### config.mk
export PLATFORM = sky130hd
export DESIGN_NAME = regfile_mp
export DESIGN_NICKNAME = d
export VERILOG_FILES = /design/src/rtl/regfile_mp.sv
export SDC_FILE = /design/constraint.sdc
export NUM_CORES = 2
export LEC_CHECK = 0
export CELL_PAD_IN_SITES_DETAIL_PLACEMENT = 1
export CELL_PAD_IN_SITES_GLOBAL_PLACEMENT = 1
export CORE_AREA = 4 4 389 391
export CTS_BUF_LIST = sky130_fd_sc_hd__clkbuf_8 sky130_fd_sc_hd__clkbuf_16
export CTS_CLUSTER_SIZE = 25
export DETAILED_ROUTE_END_ITERATION = 6
export DIE_AREA = 0 0 393 395
export GPL_TIMING_DRIVEN = 0
export PLACE_DENSITY = 0.63
export SLEW_MARGIN = 20
export SYNTH_ARGS = -nofsm -noshare
export SYNTH_HDL_FRONTEND = slang
export SYNTH_SLANG_ARGS = --single-unit
### constraint.sdc
create_clock -name CLK -period 15.05 [get_ports CLK]
set_input_delay 4.515 -clock CLK [delete_from_list [all_inputs] [get_ports CLK]]
set_output_delay 4.515 -clock CLK [all_outputs]
set_load 0.02 [all_outputs]
### src/rtl/regfile_mp.sv
// regfile_mp: NUM_RD-read / 2-write register file with post-reset scrub.
// Optional same-cycle write-to-read bypass when REGFILE_MP_BYPASS_EN is defined.
module regfile_mp #(
    parameter int DATA_W   = 32,
    parameter int ADDR_W   = 5,
    parameter int NUM_RD   = 2,
    parameter int ZERO_REG = 1
) (
    input  logic                     CLK,
    input  logic                     RST,
    input  logic [NUM_RD*ADDR_W-1:0] rd_addr,
    output logic [NUM_RD*DATA_W-1:0] rd_data,
    input  logic                     we0,
    input  logic [ADDR_W-1:0]        wa0,
    input  logic [DATA_W-1:0]        wd0,
    input  logic                     we1,
    input  logic [ADDR_W-1:0]        wa1,
    input  logic [DATA_W-1:0]        wd1,
    output logic                     busy,
    output logic                     wr_drop
);
    localparam int DEPTH = 1 << ADDR_W;
    localparam logic [ADDR_W:0] LAST = (ADDR_W+1)'(DEPTH - 1);

    typedef enum logic {SCRUB, RUN} state_t;

    state_t            state, state_nx;
    logic [ADDR_W:0]   ptr, ptr_nx;
    logic [DATA_W-1:0] mem [DEPTH];
    logic              wr_ok, acc0, acc1;

    // state and scrub pointer; reset always restarts the scrub from entry 0
    always_ff @(posedge CLK) begin
        if (RST) begin
            state <= SCRUB;
            ptr   <= '0;
        end else begin
            state <= state_nx;
            ptr   <= ptr_nx;
        end
    end

    // scrub walks every entry once, then the file runs until the next reset
    always_comb begin
        ptr_nx   = state == SCRUB ? ptr + 1'b1 : ptr;
        state_nx = (state == SCRUB && ptr == LAST) ? RUN : state;
    end

    // busy and the per-port write acceptance; writes to a hardwired zero entry are discarded
    always_comb begin
        busy  = state == SCRUB;
        wr_ok = ~busy & ~RST;
        acc0  = wr_ok & we0 & ~(ZERO_REG != 0 && wa0 == '0);
        acc1  = wr_ok & we1 & ~(ZERO_REG != 0 && wa1 == '0);
    end

    // storage: scrub clears one entry per cycle; W1 is written last so it wins an address clash
    always_ff @(posedge CLK) begin
        if (!RST && busy) mem[ptr[ADDR_W-1:0]] <= '0;
        if (acc0) mem[wa0] <= wd0;
        if (acc1) mem[wa1] <= wd1;
    end

    // flags a write attempted while the scrub owns the array
    always_ff @(posedge CLK) begin
        if (RST) wr_drop <= 1'b0;
        else     wr_drop <= busy & (we0 | we1);
    end

    for (genvar i = 0; i < NUM_RD; i++) begin : g_rd
        logic [ADDR_W-1:0] a;
        logic [DATA_W-1:0] v;
        assign a = rd_addr[i*ADDR_W +: ADDR_W];
        // read value, optionally forwarded from an accepted write this cycle (W1 first)
        always_comb begin
`ifdef REGFILE_MP_BYPASS_EN
            v = (acc1 && wa1 == a) ? wd1 : (acc0 && wa0 == a) ? wd0 : mem[a];
`else
            v = mem[a];
`endif
        end
        assign rd_data[i*DATA_W +: DATA_W] = (busy || (ZERO_REG != 0 && a == '0)) ? '0 : v;
    end
endmodule

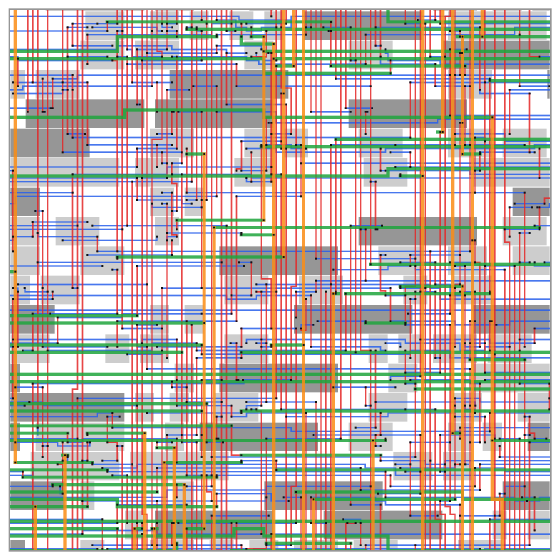
*Close-up of the layout*
Window x 172 to 222, y 252 to 302 microns. Cells in grey, sequential cells in the stronger grey; small squares are vias.
colour	layer
orange	met4
red	met2
blue	met1
green	met3
netlist names of flops here include	mem (17)
most frequent	mux2_2 (24), edfxtp_1 (17), mux2i_1 (9)
sequential cells in the window	17
cells with their middle in the window	89

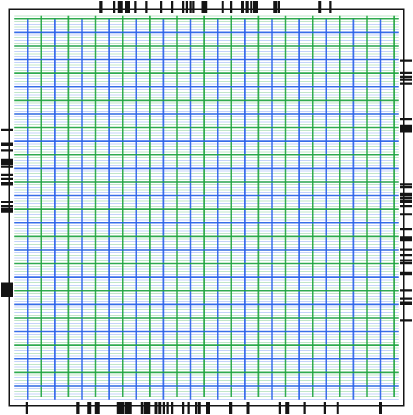
*Power grid*
Scale: 1 px per micron. Pins as bars on the die edge.
colour	net
blue	VSS
green	VDD
met5 straps	28
met1 rails	142
met4 straps	28
rows	141
die y size: 395 microns
Die W: 393 microns
Core ar.: 147000 sq um
Peak VDD IR: 0.0951 mV

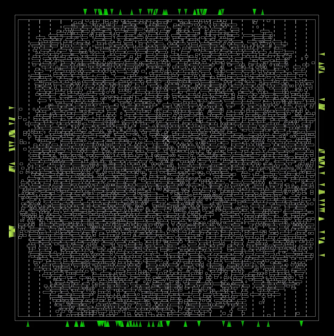
*Cell placement*
Post-Route Utilization: 49.5%
num rows: 141
n_taps: 1930

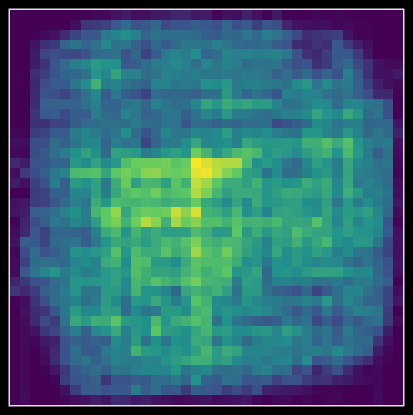
*Wire density map*
Scale: 1 px per micron. The die is cut into 39 by 40 equal tiles; dark purple is low, yellow is high, scaled to the fullest tile. Values are wire area over tile area, all layers added.
mean over tiles	0.41
fullest tile	1.1
nearly empty tiles	8.7%
Wirelength per Cell: 50.9 microns
total number of vias: 49600
final WL: 342 mm

==> impl_metrics.csv <==
group,metric,value,unit
yosys,numSynthFlops,1032,
detailed_routing,drcViolationCount,2,
final_timing,fin_crit_sh,91.2,%
placement,detailedPlace.worstSlack,1.76,ns
critical_path,reg2reg_from,"state",
cells_and_area,largestClassByArea,"flip-flops and latches",
critical_path,path_common_cell,"buf_2",
global_routing,grt_usage,43.2,%
power,pg_comb,0.604,mW
cells_and_area,fill_cells,14400,
power,powerSeq,3.14,mW
yosys,ys_types,70,
global_routing,grt_max_degree,16,
cells_and_area,top_regs,"mem: 1024 flops, ptr: 6 flops",
final_timing,drv_slew,0,
critical_path,cp.arrival,9.21,ns
final_timing,relSlewSlack,13.7,%
cells_and_area,layout.nonclk_buf_share,9.64,%
final_timing,worst_pin_slew,1.29,ns
clock_tree,cts-root-buf,"clkbuf_16",
min_path,worst_hold_path.num_cells,2,
cells_and_area,layout_top_cell,"mux2_2",
yosys,logic_family,"multiplexers",
detailed_routing,met3_length,53.3,mm
yosys,yosysTopAreaCell,"edfxtp_1",
power,p_switching,1.75,mW
detailed_routing,dr.pass1.iters,7,
yosys,yosys-stat-area,61700,sq um
cells_and_area,n_all_buffers,814,
critical_path,endpoint_kind,"output port",
cells_and_area,flops,1032,
placement,dpl-instance-area,69100,sq um
placement,dp.final_hpwl,237,mm
power,switching_share,26.1,%
clock_tree,cts_tree,"built",
cells_and_area,num_antenna_cells,25,
detailed_routing,dr_wl_met2,141,mm
cells_and_area,sh_comb_area,39.4,%
clock_tree,cts_sinks,1032,
yosys,muxShareOfSynthArea,35.4,%
cells_and_area,layout-drive-gt1-share,45.4,%
yosys,synthSimpleGateAreaFrac,4.72,%
cells_and_area,regMostFlops,"mem",
yosys,synth.most_common_cell,"mux2_2",
min_path,min_from,"ptr[5]",
critical_path,max_stage_delay,0.92,ns
power,pwr-share-comb,9.0,%
min_path,hold_path.class,"flip-flop to flip-flop",
clock_tree,cts_buffers,120,
final_timing,timing.fmax,72.8,MHz
yosys,synth-xor-area-share,0.0568,%
yosys,netlist_area,61700,sq um
global_routing,grt_first_pass_wirelength,442,mm
global_routing,overflow,0,
placement,dpl.cell_count,6480,
yosys,ff_type,"edfxtp_1",
floorplan,fp_util,41.8,%
critical_path,slowest_stage,"nor2_1",
critical_path,crit_family,"buffers and inverters",
cells_and_area,n_clock_buffer,123,
critical_path,cp.buffers_inverters,5,
yosys,top_cell_area_share,49.8,%
power,power,6.73,mW
yosys,async_reset_ff_share,0,%
global_routing,grt_use_met2,60.3,%
clock_tree,holdBufCountCts,0,
yosys,synthAdderAreaFrac,0.0203,%
cells_and_area,final_area,73000,sq um
power,p_seq_share,46.7,%
final_timing,setup_ws,1.32,ns
final_timing,finClkSkew,0.0215,ns
yosys,synth-edff-count,1024,
yosys,avgSynthCellArea,14.5,sq um
detailed_routing,viasPerCell,7.37,
global_routing,grt-busiest-layer,"met2",
run,cap_violations,0,
power,p_clk,2.98,mW
cells_and_area,final-clk-cell-share,5.25,%
cells_and_area,sh_seq_area,42.3,%
clock_tree,clk_latency,0.78,ns
power,clkPwrFrac,44.3,%
placement,portBuffers,147,
critical_path,crit_start,"rd_addr[5]",
yosys,topCellsByArea,"edfxtp_1, mux2_2, mux4_2",
yosys,ys_cells,4270,
run,tool_warnings,28,
yosys,synth_nets,4359,
run_status,outcome,"finished with violations",
yosys,synth_cells,4270,
yosys,synth_warnings,0,
global_routing,grt_pass1_vias,48100,
critical_path,cp_max_fo,11,
cells_and_area,largest_reg_flops,1024,
yosys,ys_seq_share,50.1,%
clock_tree,cts-htree-levels,3,
run_status,violations,"design-rule violations",
floorplan,chipArea,155000,sq um
cells_and_area,multi_input_comb_cells,2702,
detailed_routing,drt_iter0_drc,8675,
cells_and_area,seqCellArea,30900,sq um
cells_and_area,area.growth.synth_to_final,18.3,%
yosys,aoi_share,5.64,%
detailed_routing,postRouteAntennaNets,0,
min_path,whs_endpoint,"ptr[5]",
power,largestPowerGroup,"sequential cells",
critical_path,r2r_slack,10.82,ns
cells_and_area,inverters_excl_clock,3,
critical_path,crit_type,"input port to output port",
final_timing,setup_viol,0,
clock_tree,post_cts_resized,0,
power,p_per_area,92.2,nW/um^2
No activity file was given, so power comes from the tool's default toggle rates.
